<file path="config.mk">
export PLATFORM = sky130hd
export DESIGN_NAME = axi_llc_conf_seq
export DESIGN_NICKNAME = d
export VERILOG_FILES = /design/src/rtl/axi_llc_conf_seq.sv
export SDC_FILE = /design/constraint.sdc
export NUM_CORES = 1
export LEC_CHECK = 0
export ABC_AREA = 1
export CELL_PAD_IN_SITES_DETAIL_PLACEMENT = 0
export CELL_PAD_IN_SITES_GLOBAL_PLACEMENT = 1
export CORE_AREA = 2 2 130 132
export CTS_CLUSTER_SIZE = 14
export DETAILED_ROUTE_END_ITERATION = 16
export DIE_AREA = 0 0 132 134
export GPL_ROUTABILITY_DRIVEN = 0
export PLACE_DENSITY_LB_ADDON = 0.1
export SYNTH_ARGS = -nofsm -noshare
export SYNTH_HDL_FRONTEND = slang
export SYNTH_SLANG_ARGS = --single-unit
</file>
<file path="constraint.sdc">
create_clock -name clk_i -period 1.49 [get_ports clk_i]
set_input_delay 0.3725 -clock clk_i [delete_from_list [all_inputs] [get_ports clk_i]]
set_output_delay 0.3725 -clock clk_i [all_outputs]
set_load 0.005 [all_outputs]
</file>
<file path="src/rtl/axi_llc_conf_seq.sv">
// axi_llc_conf_seq: configuration front-end for the LLC RegBus port.
// After reset it issues a fixed list of boot writes, optionally polls a status
// register until the LLC reports idle, then round-robin arbitrates NumPorts
// external RegBus masters onto the single LLC config port.
// Optional feature macro: AXI_LLC_CONF_SEQ_RETRY_EN (reissue errored boot/poll
// accesses up to 3 times before declaring a boot error).
module axi_llc_conf_seq #(
    parameter int unsigned NumPorts    = 2,
    parameter int unsigned NumInit     = 4,
    parameter logic [32*((NumInit > 0) ? NumInit : 1)-1:0] InitAddr = '0,
    parameter logic [32*((NumInit > 0) ? NumInit : 1)-1:0] InitData = '0,
    parameter logic [31:0] PollAddr    = 32'h0,
    parameter logic [31:0] PollMask    = 32'h0,
    parameter int unsigned PollTimeout = 1024
) (
    input  logic                  clk_i,
    input  logic                  rst_ni,
    // External RegBus masters
    input  logic [NumPorts*32-1:0] ext_req_addr_i,
    input  logic [NumPorts-1:0]    ext_req_write_i,
    input  logic [NumPorts*32-1:0] ext_req_wdata_i,
    input  logic [NumPorts*4-1:0]  ext_req_wstrb_i,
    input  logic [NumPorts-1:0]    ext_req_valid_i,
    output logic [31:0]            ext_rsp_rdata_o,
    output logic                   ext_rsp_error_o,
    output logic [NumPorts-1:0]    ext_rsp_ready_o,
    // LLC config port
    output logic [31:0]            conf_req_addr_o,
    output logic                   conf_req_write_o,
    output logic [31:0]            conf_req_wdata_o,
    output logic [3:0]             conf_req_wstrb_o,
    output logic                   conf_req_valid_o,
    input  logic [31:0]            conf_resp_rdata_i,
    input  logic                   conf_resp_error_i,
    input  logic                   conf_resp_ready_i,
    // Status
    output logic                   init_done_o,
    output logic                   init_error_o,
    output logic                   busy_o
);

`ifdef AXI_LLC_CONF_SEQ_RETRY_EN
    localparam bit RetryEn = 1'b1;
`else
    localparam bit RetryEn = 1'b0;
`endif

    localparam int unsigned PtrW = (NumPorts > 1) ? $clog2(NumPorts) : 1;
    localparam int unsigned IdxW = (NumInit > 0) ? $clog2(NumInit + 1) : 1;
    // Only meaningful when NumInit > 0; that branch is checked first.
    localparam logic [IdxW-1:0] LastIdx = IdxW'(NumInit - 1);

    typedef enum logic [1:0] {StInitWr, StPoll, StRun, StErr} state_e;

    state_e            state_q, state_d;
    logic [IdxW-1:0]   idx_q, idx_d;
    logic [31:0]       poll_cnt_q, poll_cnt_d;
    logic              poll_gap_q, poll_gap_d;
    logic [1:0]        retry_q, retry_d;
    logic              armed_q;
    logic [PtrW-1:0]   rr_ptr_q, rr_ptr_d;
    logic              lock_q, lock_d;
    logic [PtrW-1:0]   gnt_q, gnt_d;

    logic [31:0]       init_addr, init_data;
    logic              arb_found;
    logic [PtrW-1:0]   arb_gnt;
    logic [PtrW-1:0]   rr_next;

    // Select the current boot write entry.
    always_comb begin
        init_addr = '0;
        init_data = '0;
        if (NumInit > 0) begin
            init_addr = InitAddr[32*idx_q +: 32];
            init_data = InitData[32*idx_q +: 32];
        end
    end

    // Round-robin grant: keep the locked grant, else first valid from rr_ptr upward.
    always_comb begin
        int unsigned p;
        p         = 0;
        arb_found = 1'b0;
        arb_gnt   = gnt_q;
        if (lock_q) begin
            arb_found = 1'b1;
        end else begin
            for (int unsigned k = 0; k < NumPorts; k++) begin
                p = (32'(rr_ptr_q) + k) % NumPorts;
                if (!arb_found && ext_req_valid_i[p]) begin
                    arb_found = 1'b1;
                    arb_gnt   = PtrW'(p);
                end
            end
        end
        rr_next = (32'(arb_gnt) == NumPorts - 1) ? '0 : arb_gnt + 1'b1;
    end

    // Sequencer next state and config-port / external-port outputs.
    always_comb begin
        state_d    = state_q;
        idx_d      = idx_q;
        poll_cnt_d = poll_cnt_q;
        poll_gap_d = poll_gap_q;
        retry_d    = retry_q;
        rr_ptr_d   = rr_ptr_q;
        lock_d     = lock_q;
        gnt_d      = gnt_q;

        conf_req_addr_o  = '0;
        conf_req_write_o = 1'b0;
        conf_req_wdata_o = '0;
        conf_req_wstrb_o = '0;
        conf_req_valid_o = 1'b0;
        ext_rsp_rdata_o  = '0;
        ext_rsp_error_o  = 1'b0;
        ext_rsp_ready_o  = '0;

        unique case (state_q)
            StInitWr: begin
                if (NumInit == 0) begin
                    state_d = (PollMask != '0) ? StPoll : StRun;
                end else if (armed_q) begin
                    // armed_q keeps the request off while reset is held
                    conf_req_addr_o  = init_addr;
                    conf_req_write_o = 1'b1;
                    conf_req_wdata_o = init_data;
                    conf_req_wstrb_o = 4'hF;
                    conf_req_valid_o = 1'b1;
                    if (conf_resp_ready_i) begin
                        if (conf_resp_error_i) begin
                            if (RetryEn && retry_q != 2'd3) begin
                                retry_d = retry_q + 2'd1;
                            end else begin
                                state_d = StErr;
                            end
                        end else begin
                            retry_d = '0;
                            idx_d   = idx_q + 1'b1;
                            if (idx_q == LastIdx) begin
                                state_d = (PollMask != '0) ? StPoll : StRun;
                            end
                        end
                    end
                end
            end
            StPoll: begin
                if (poll_gap_q) begin
                    poll_gap_d = 1'b0;
                end else begin
                    conf_req_addr_o  = PollAddr;
                    conf_req_valid_o = 1'b1;
                    if (conf_resp_ready_i) begin
                        if (conf_resp_error_i) begin
                            // a retry goes out back-to-back, without the idle gap
                            if (RetryEn && retry_q != 2'd3) begin
                                retry_d = retry_q + 2'd1;
                            end else begin
                                state_d = StErr;
                            end
                        end else begin
                            retry_d = '0;
                            if ((conf_resp_rdata_i & PollMask) == '0) begin
                                state_d = StRun;
                            end else if (poll_cnt_q + 32'd1 == 32'(PollTimeout)) begin
                                state_d = StErr;
                            end else begin
                                poll_cnt_d = poll_cnt_q + 32'd1;
                                poll_gap_d = 1'b1;
                            end
                        end
                    end
                end
            end
            StRun, StErr: begin
                ext_rsp_rdata_o = conf_resp_rdata_i;
                ext_rsp_error_o = conf_resp_error_i;
                if (arb_found) begin
                    conf_req_addr_o          = ext_req_addr_i[32*arb_gnt +: 32];
                    conf_req_write_o         = ext_req_write_i[arb_gnt];
                    conf_req_wdata_o         = ext_req_wdata_i[32*arb_gnt +: 32];
                    conf_req_wstrb_o         = ext_req_wstrb_i[4*arb_gnt +: 4];
                    conf_req_valid_o         = ext_req_valid_i[arb_gnt];
                    ext_rsp_ready_o[arb_gnt] = conf_resp_ready_i;
                    if (conf_resp_ready_i) begin
                        lock_d   = 1'b0;
                        rr_ptr_d = rr_next;
                    end else if (!lock_q) begin
                        lock_d = 1'b1;
                        gnt_d  = arb_gnt;
                    end
                end
            end
            default: begin
                state_d = StErr;
            end
        endcase
    end

    assign busy_o       = conf_req_valid_o;
    assign init_done_o  = (state_q == StRun) || (state_q == StErr);
    assign init_error_o = (state_q == StErr);

    // State registers; reset restarts the boot sequence from entry 0.
    always_ff @(posedge clk_i or negedge rst_ni) begin
        if (!rst_ni) begin
            state_q    <= StInitWr;
            idx_q      <= '0;
            poll_cnt_q <= '0;
            poll_gap_q <= 1'b0;
            retry_q    <= '0;
            armed_q    <= 1'b0;
            rr_ptr_q   <= '0;
            lock_q     <= 1'b0;
            gnt_q      <= '0;
        end else begin
            state_q    <= state_d;
            idx_q      <= idx_d;
            poll_cnt_q <= poll_cnt_d;
            poll_gap_q <= poll_gap_d;
            retry_q    <= retry_d;
            armed_q    <= 1'b1;
            rr_ptr_q   <= rr_ptr_d;
            lock_q     <= lock_d;
            gnt_q      <= gnt_d;
        end
    end

endmodule

</file>
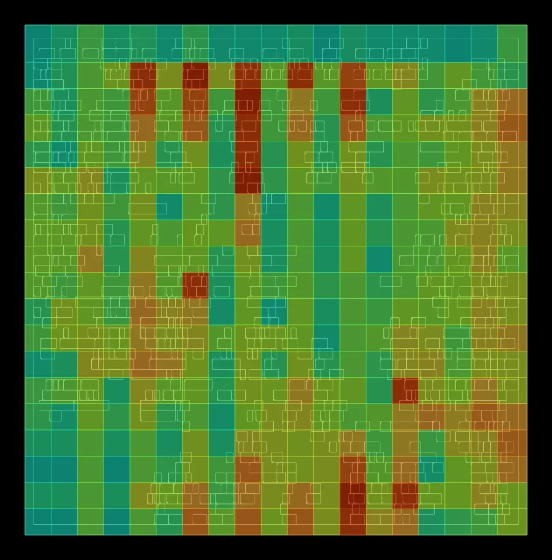
Figure 1: routing congestion map.
GR peak layer: met2
met3 Use GR: 2.91%

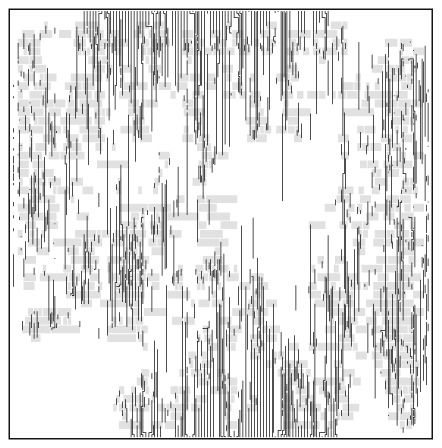
Figure 2: metal 2.
wire length on this layer: 7680 um
share of all routed wire: 55%
main direction: vertical

==> qor.txt <==
Synth Flop Type: dfrtp_1
Fraction of layout cells with a size suffix above 1: 47.0%
Non-Filler Instances: 943
Final-report hold violation count: 0
Via count: 3617
Synthesized registers: 9
Data arrival, critical path: 1690 ps
Fill cells: 1722
Most flops, register: idx_q
CTS resizes: 443
Site Rows: 47
Post-Route WL: 14000 um
Seq. pwr: 0.000273 W
Avg Cell Area, Syn: 5.89 sq um
Terminus of the critical flop-to-flop path: state_q[0]
RSZ-0062 raised after global routing: yes
Complex Gates by Area: 23.5%
Via count of the first global-routing pass: 3549
LEAKAGE: 2.98 nW
Global-route wire length before repair: 20500 um
Die Wd: 132 um
Flop count: 9
Critical path depth: 9
Syn. warnings: 0
Post-synthesis instance area: 2240 sq um
CP cell instances: inv_2, nand2_4, nand2_4, nand2_8, buf_4, buf_16, o21bai_1, nor2_1, clkdlybuf4s15_2
Max-Cap Viols: 0
Fraction of area in multi-input gates: 30.6%
Post-Route Utilization: 39.2%
Max FO, Critical Path: 16
Tool Warnings: 29
Core area: 16300 sq um
Tot GR Track Use: 14.4%
Top cell category: buffers
Clock net power: 0.000483 W
Largest area contributor in the netlist: o21bai_1
Largest net degree at the start of global routing: 41
Layout Nets: 902
Synth top cell by count: nor2_1
WL met2: 7680 um
CP Launch Type: flop
Largest registers: idx_q: 3 flops, state_q: 2 flops
Vertical die size: 134 um
Met3 wire len: 944 um
Post-route ant nets: 0
Pwr/cell area: 606 nW/um^2
Net Switching: 0.00145 W
# clk buffers: 4
Most frequent cells in the layout: 173 x clkdlybuf4s50_1, 72 x nor2_1, 70 x buf_2, 61 x o21bai_1, 50 x nor2_2
Synth top cells by count: 88 x nor2_1, 64 x o21bai_1, 59 x nand2_1
Drt first pass iters: 4
Yosys Instances: 381
Via/cell ratio: 3.84
# DRC: 0
Synthesized instance count: 381
Max Slew Vio Count: 0
Cell family with most CP delay: buffers and inverters
Signal buf overhead: 57.0%
Chip Area, Yosys: 2240 sq um
Int Power: 0.00243 W
Seq/total area: 3.54%
Clock Sinks: 9
Tot Pwr: 0.00387 W
Top pwr grp: combinational cells
Comb pwr: 0.00312 W
Met1 usage: 16.3%
Basic Gates by Area: 43.3%
Met2 GRT Util: 28.8%
Post-DP HPWL: 9570 um
Combinational share of power: 80.5%
Num CTS Buffers: 3
Worst hold margin: 447 ps
FF-to-FF Start: state_q[1]
N_diodes: 0
Chip area: 17700 sq um
Top-area cell share: 21.4%
Crit-path slowest cell: dfrtp_1
Count of library flops with an enable pin: 0
Ys async rst share: 100%
Sequential Power Share: 7.1%
Crit share post-route: 139%
Outcome: finished, violations left
H-tree Lvls: 1
CTS clk-pin slew, worst paths: 40 ps
Worst setup EP type: output port
Synth Seq Share: 10.0%
DRT met1 WL: 5310 um
Final worst slack: -576 ps
Post-CTS Setup Bufs: 34
Worst slack at placement: -1270 ps
Violated checks: setup timing
Fa+ha+maj area frac: 1.12%
First-iteration detailed-routing DRC count: 64
Distinct lib cells: 25
Inst Count DP: 883
Fmax: 484 MHz
Comb_multi_in: 291
Clock power frac: 12.5%
Final Cell Area: 6390 sq um
Tapcells: 220
Placed Area: 5350 sq um
Worst Setup SP: lock_q
CP peak stage delay: 400 ps
Nonclk buf count: 366
FP Util: 13.8%
Critical path class: reg2out
Number of flip-flops in the largest register: 3
WP buf/inv: 4
Area grow syn2layout: 185%
I/O Buffers: 283
Worst Skew: 0.516 ps
Clk latency late pin: 240 ps
Root Buffer: clkbuf_16
IO Count: 284
Setup TNS: -43620 ps
Final setup fails: 108
Longest Clk Path Bufs: 2
Overflow after GRT: 0
XOR Share, Synth: 0.390%
Power is estimated from default activity; no workload was simulated.
